`config.mk`:
```
export PLATFORM = sky130hd
export DESIGN_NAME = alu_bist
export DESIGN_NICKNAME = d
export VERILOG_FILES = /design/src/rtl/alu_bist.sv
export SDC_FILE = /design/constraint.sdc
export NUM_CORES = 1
export LEC_CHECK = 0
export ABC_AREA = 1
export CAP_MARGIN = 30
export CORE_MARGIN = 2
export CORE_UTILIZATION = 47
export CTS_CLUSTER_DIAMETER = 60
export DETAILED_ROUTE_END_ITERATION = 12
export PLACE_DENSITY = 0.81
export SLEW_MARGIN = 20
export SYNTH_ARGS = -nofsm -noshare
export SYNTH_HDL_FRONTEND = slang
export SYNTH_SLANG_ARGS = --single-unit
```
`constraint.sdc`:
```
create_clock -name clk -period 2.3 [get_ports clk]
set_clock_uncertainty 0.2 [all_clocks]
set_input_delay 0.69 -clock clk [delete_from_list [all_inputs] [get_ports clk]]
set_output_delay 0.69 -clock clk [all_outputs]
set_load 0.02 [all_outputs]
```
`src/rtl/alu_bist.sv`:
```
// ALU self-test sequencer: drives LFSR operand vectors into the ALU
// and compacts its result and flags into a 32-bit MISR signature.
module alu_bist #(
  parameter int unsigned N_VECTORS  = 256,
  parameter logic [31:0] SEED       = 32'hACD4_38F4,
  parameter logic [31:0] GOLDEN_SIG = 32'h0000_0000
) (
  input  logic        clk,
  input  logic        rst_n,
  input  logic        start,
  output logic        busy,
  output logic        done,
  output logic        pass,
  output logic [31:0] signature,
  output logic [31:0] alu_a,
  output logic [31:0] alu_b,
  output logic [3:0]  alu_op,
  input  logic [31:0] alu_f,
  input  logic        alu_zf,
  input  logic        alu_cf,
  input  logic        alu_of,
  input  logic        alu_sf,
  input  logic        alu_pf
);

  typedef enum logic [1:0] {
    IDLE = 2'd0,
    RUN  = 2'd1,
    DONE = 2'd2
  } state_e;

  localparam logic [15:0] LAST = 16'(N_VECTORS - 1);
  localparam logic [31:0] LFSR_TAPS = 32'h8020_0003;
  localparam logic [31:0] MISR_POLY = 32'h04C1_1DB7;
  localparam logic [31:0] B_MASK = 32'h5A5A_A5A5;

  state_e      state_q, state_d;
  logic [31:0] lfsr_q, lfsr_d;
  logic [31:0] sig_q, sig_d;
  logic [15:0] cnt_q, cnt_d;

  logic [31:0] lfsr_nxt;
  logic [31:0] sig_nxt;
  logic [4:0]  flags;

  assign flags = {alu_zf, alu_cf, alu_of, alu_sf, alu_pf};

  // Galois right-shift LFSR step
  assign lfsr_nxt = {1'b0, lfsr_q[31:1]}
                  ^ (lfsr_q[0] ? LFSR_TAPS : 32'h0);

  assign sig_nxt = {sig_q[30:0], 1'b0}
                 ^ (sig_q[31] ? MISR_POLY : 32'h0)
                 ^ alu_f
                 ^ {27'b0, flags};

  always_ff @(posedge clk or negedge rst_n) begin
    if (!rst_n) begin
      state_q <= IDLE;
      lfsr_q  <= SEED;
      sig_q   <= '0;
      cnt_q   <= '0;
    end else begin
      state_q <= state_d;
      lfsr_q  <= lfsr_d;
      sig_q   <= sig_d;
      cnt_q   <= cnt_d;
    end
  end

  always_comb begin
    state_d = state_q;
    lfsr_d  = lfsr_q;
    sig_d   = sig_q;
    cnt_d   = cnt_q;
    unique case (state_q)
      IDLE, DONE: begin
        if (start) begin
          state_d = RUN;
          lfsr_d  = SEED;
          sig_d   = '0;
          cnt_d   = '0;
        end
      end
      RUN: begin
        lfsr_d = lfsr_nxt;
        sig_d  = sig_nxt;
        cnt_d  = cnt_q + 16'd1;
        if (cnt_q == LAST) begin
          state_d = DONE;
        end
      end
      default: state_d = IDLE;
    endcase
  end

  assign busy      = (state_q == RUN);
  assign done      = (state_q == DONE);
  assign pass      = done && (sig_q == GOLDEN_SIG);
  assign signature = sig_q;

  assign alu_a  = busy ? lfsr_q : 32'h0;
  assign alu_b  = busy ? ({lfsr_q[15:0], lfsr_q[31:16]} ^ B_MASK)
                       : 32'h0;
  assign alu_op = busy ? {1'b0, cnt_q[2:0]} : 4'h0;

endmodule

```
### PDN straps and rails, run 1

(4 px per um) Pins as bars on the die edge. Tap cells in grey.
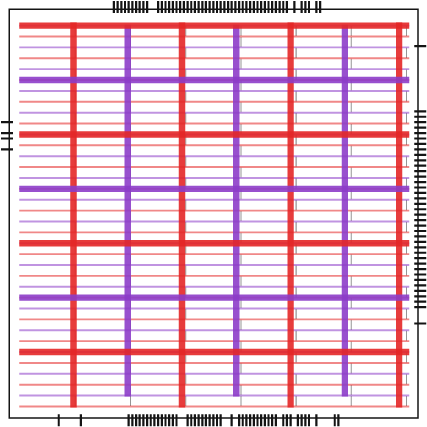
purple -> VDD
red -> VSS
met5 straps = 7
signal pins = 143
rows = 35
met4 straps = 7

### Cells coloured by class, run 1

(4 px per um) Fill, decap, tap and diode cells in grey.
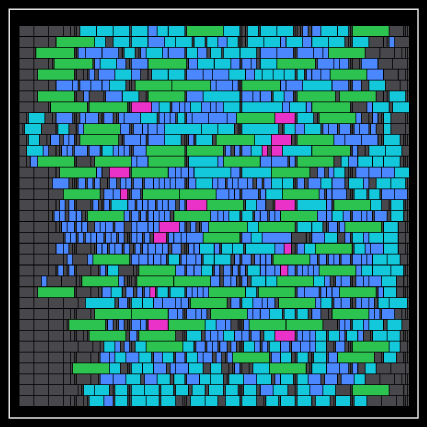
green -> flops  # cells 82, share of their area 30%
blue -> all other logic  # cells 439, share of their area 35%
magenta -> clock drivers and dummy loads  # cells 16, share of their area 2.4%
cyan -> other buffers and delay cells  # cells 232, share of their area 33%

### Routed clock nets over the placement, run 1

(4 px per um)
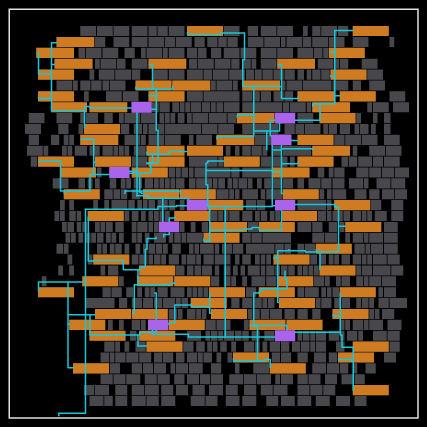
cyan -> clock wires  # length 1040 um
orange -> flip-flops  # count 82
purple -> cells driving clock nets  # count 9
routed clock nets = 10
flops lie = spread over the die

### Routed metal, one colour a layer, run 1

(4 px per um)
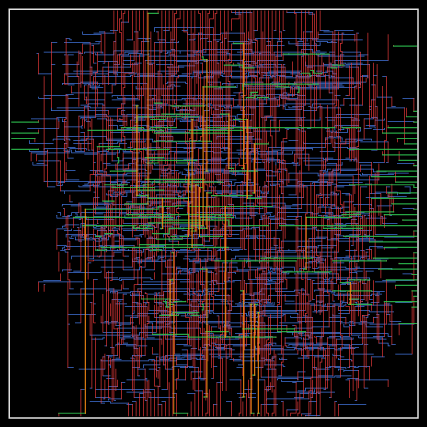
green -> met3  # wire length 1180 um
blue -> met1  # wire length 5780 um
red -> met2  # wire length 7900 um
orange -> met4  # wire length 579 um

==> impl_results.rst, run 1 <==
Flow metrics
------------

.. list-table::
   :header-rows: 1

   * - Metric
     - Value
   * - Growth of design area from synthesis to finish
     - 56.6%
   * - CTS Sinks
     - approximately 80
   * - Area leader share
     - between 30% and 40%
   * - Clock buffers created by TritonCTS
     - 9
   * - Area used by multi-input combinational logic
     - approximately 2000 um2
   * - Status
     - finished, violations left
   * - Most area-consuming cells after synthesis
     - sky130_fd_sc_hd__dfrtp_1 37%, sky130_fd_sc_hd__dfstp_2 9.3%, sky130_fd_sc_hd__inv_1 8.2%
   * - Post-route worst hold slack
     - 0.0658 ns
   * - Top non-seq family
     - simple AND/OR/NAND/NOR gates
   * - Violated checks
     - setup timing
   * - Max Transition Viols Final
     - 0
   * - Standard cell with the maximum stage delay on the critical path
     - sky130_fd_sc_hd__dfrtp_1
   * - Number of warnings printed during yosys synthesis
     - 0
   * - Grt met3 use
     - about 2.8%
   * - Tally of clock buffers in the finished layout
     - 11
   * - Setup Viol. Count Final
     - 63
   * - Port buffer count
     - ~140
   * - Count of antenna-violating nets left after detailed routing
     - 0
   * - Critical path origin
     - state_q[1]$_DFFE_PN0P_
   * - Fraction of met1 tracks used by global routing
     - ~32%
   * - Chip Area, Yosys
     - roughly 4500 um2
   * - Via count of the first global-routing pass
     - about 4300
   * - Aggregate global routing overflow
     - 0
   * - Leakage power total
     - ~0.0035 uW
   * - Minimum setup slack among reg-to-reg paths
     - ~0.22 ns
   * - Root Buffer Master
     - sky130_fd_sc_hd__clkbuf_8
   * - Global-route track usage on met2
     - around 44%
   * - Worst reg2reg startpoint
     - state_q[1]$_DFFE_PN0P_
   * - Clock tree from TritonCTS
     - done
   * - Unique cell type count in the Yosys netlist
     - 30
   * - Final Worst Setup Slack
     - -0.152 ns
   * - Number of placement rows
     - 35
## run 1: registers in the layout (all words and copies together), names as in the netlist
register and flops:
cnt_q 16, lfsr_q 32, signature 32, state_q 2
## run 1: per-stage QoR
step	cell area, um2	cells
floorplan	4500	572
global placement	6350	868
detailed placement	6350	868
CTS	6320	885
global route	7050	898
finish	7050	898
## run 1: worst max-delay path, delay by kind of cell, from the launching register on
kind,cells,cell delay [ns]
simple gates,2,0.23
buf+inv,4,0.55
flops,1,0.42
## run 1: repair_timing
item	in CTS	in global routing
buffers inserted	0	7
endpoints found under the setup margin	100	67
resized	361	164
pin swaps	1	4
gates cloned	1	6
## run 1: report_power, final
part	switching (uW)	internal, uW
registers	488	2200
logic	3620	3090
clock network	541	390
total	4650	5690
### Routing congestion map, run 1

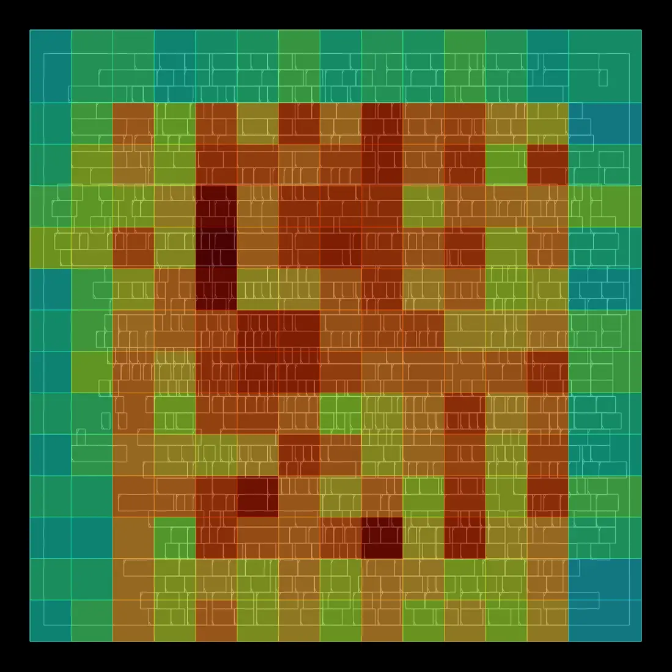

==> inputs of run 2 (changes only) <==
Settings changed: SETUP_SLACK_MARGIN set to 0.1.
### Routing congestion map, run 2

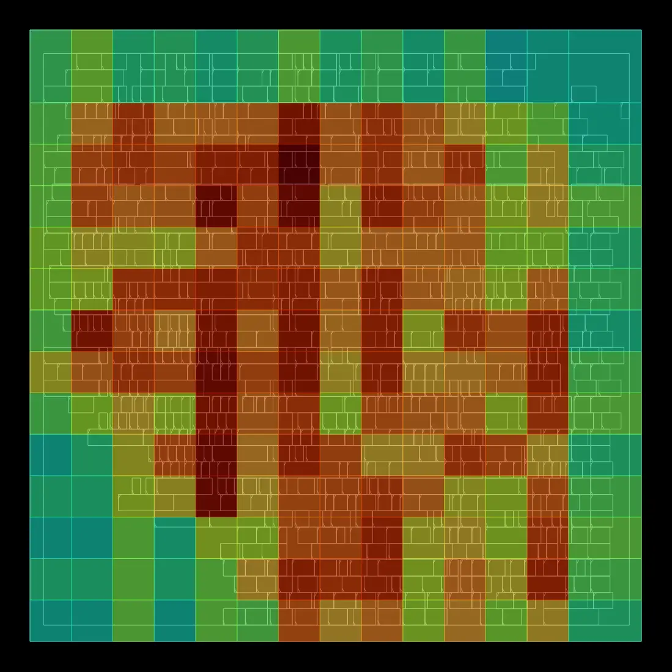
most utilized layer in the global route result: met2
fraction of met1 tracks used by global routing: 33.7%
global-route track usage on met2: 48.9%
routed length per instance: 18.5 um

### Cells coloured by class, run 2

(4 px per um) Fill, decap, tap and diode cells in grey.
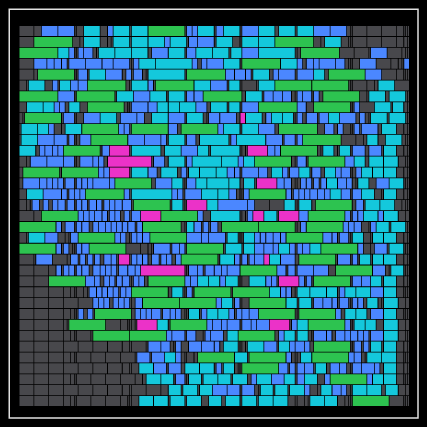
green -> flops  # cells 82, share of their area 29%
magenta -> clock drivers and dummy loads  # cells 16, share of their area 3.1%
blue -> all other logic  # cells 438, share of their area 35%
cyan -> other buffers and delay cells  # cells 231, share of their area 32%

### PDN straps and rails, run 2

(4 px per um) Pins as bars on the die edge. Tap cells in grey.
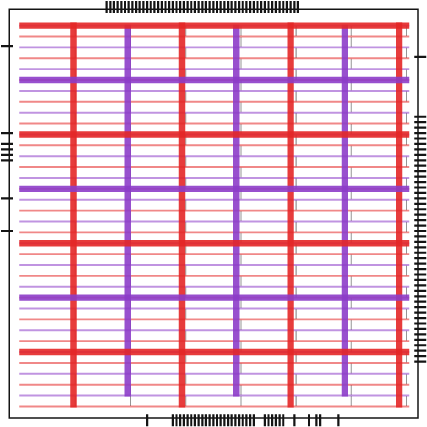
red -> VSS
purple -> VDD
tap cells = 129
met4 straps = 7
rows = 35
signal pins = 143

==> impl_results.rst, run 2 <==
Flow metrics
------------

.. list-table::
   :header-rows: 1

   * - Metric
     - Value
   * - Worst reg2reg startpoint
     - state_q[1]$_DFFE_PN0P_
   * - Grt met3 use
     - 4.92% (+2.1 points)
   * - Number of cells in the yosys synthesis report
     - about 570
   * - Area leader share
     - 36.7% (unchanged)
   * - CTS Sinks
     - 82 (unchanged)
   * - Element type at the critical path end
     - primary output
   * - Violated checks
     - setup timing
   * - Max Transition Viols Final
     - 0 (unchanged)
   * - Final Worst Setup Slack
     - -0.142 ns (+0.0100 ns)
   * - Share of power burned in combinational logic
     - 64.1% (-0.8 points)
   * - Biggest power consumer among the groups
     - combinational logic
   * - Fraction of final layout cells sized beyond drive strength 1
     - approximately 34%
   * - Setup Viol. Count Final
     - 68 (+7.9%)
   * - Leakage power total
     - 0.00353 uW (+0.63%)
   * - Kind of cell adding the most delay to the critical path
     - buffers and inverters
   * - Switching power total
     - 4860 uW (+4.5%)
   * - Top non-seq family
     - simple AND/OR/NAND/NOR gates
   * - Reg power frac
     - 24.9% (-1.2 points)
   * - Aggregate global routing overflow
     - 0 (unchanged)
   * - Power consumed by sequential cells
     - 2720 uW (about the same)
   * - Port buffer count
     - 141 (unchanged)
   * - Worst Path Buf+Inv
     - 3 (-1)
   * - Standard cell with the maximum stage delay on the critical path
     - sky130_fd_sc_hd__dfrtp_1
   * - Power in the clock group
     - 1200 uW (+29%)
   * - Clk pwr share
     - 11.0% (+2.0 points)
   * - Fraction of power spent switching nets
     - 44.5% (-0.47 points)
   * - Routed length on met2
     - between 8000 and 9000 um
   * - Status
     - finished, violations left
   * - Critical path origin
     - state_q[0]$_DFFE_PN0P_
   * - Count of antenna-violating nets left after detailed routing
     - 0 (unchanged)
   * - Clock tree from TritonCTS
     - done
   * - Number of buffers inserted by post-CTS setup repair
     - 3 (+3)
   * - Pint
     - 6060 uW (+6.6%)
   * - CTS-repair resized insts
     - 491 (+36%)
   * - Chip Area, Yosys
     - 4500 um2 (unchanged)
   * - Reported combinational group power
     - 7000 uW (+4.3%)
   * - Post-route worst hold slack
     - 0.0543 ns (-0.0116 ns)
   * - Inst Count DP
     - 871 (+0.35%)
   * - Number of cells traversed by the worst register-to-register path
     - 10
   * - Growth of design area from synthesis to finish
     - 60.3%
   * - Root Buffer Master
     - sky130_fd_sc_hd__clkbuf_8
   * - Critical path depth in cells
     - 5 (-1)
   * - Minimum setup slack among reg-to-reg paths
     - 0.21 ns (about the same)
   * - Number of warnings printed during yosys synthesis
     - 0 (unchanged)
   * - Number of placement rows
     - 35 (unchanged)
run 2: netlist changes by cell type in the layout (fill, tap and decap cells not counted), sizes merged:
cell | before | now
clkinv | 4 | 0
buf | 155 | 158
bufinv | 0 | 2
clkbuf | 17 | 15
dlymetal6s2s | 2 | 0
clkinvlp | 1 | 2
dlygate4sd2 | 30 | 31
nand2 | 97 | 96
run 2: stage by stage:
stage,instance area [um2],utilization [%],worst slack (ns)
global placement,6420,69.2,-0.161
floorplan,4540,-,0.0780
global route,7210,77.7,-0.211
CTS,6880,74.1,-0.0612
finish,7210,77.7,-0.142
detailed placement,6420,69.2,-0.188
run 2: final cells by class:
type                    count  area, um2
repair buffers            231       2280
clock buffers              12        145
multi-input cells         338       2100
fillers                   571       2070
inverters                 100        375
well taps                 129        161
flip-flops and latches     82       2070
clock inverters             4       75.1
Power and IR drop assume default switching activity.
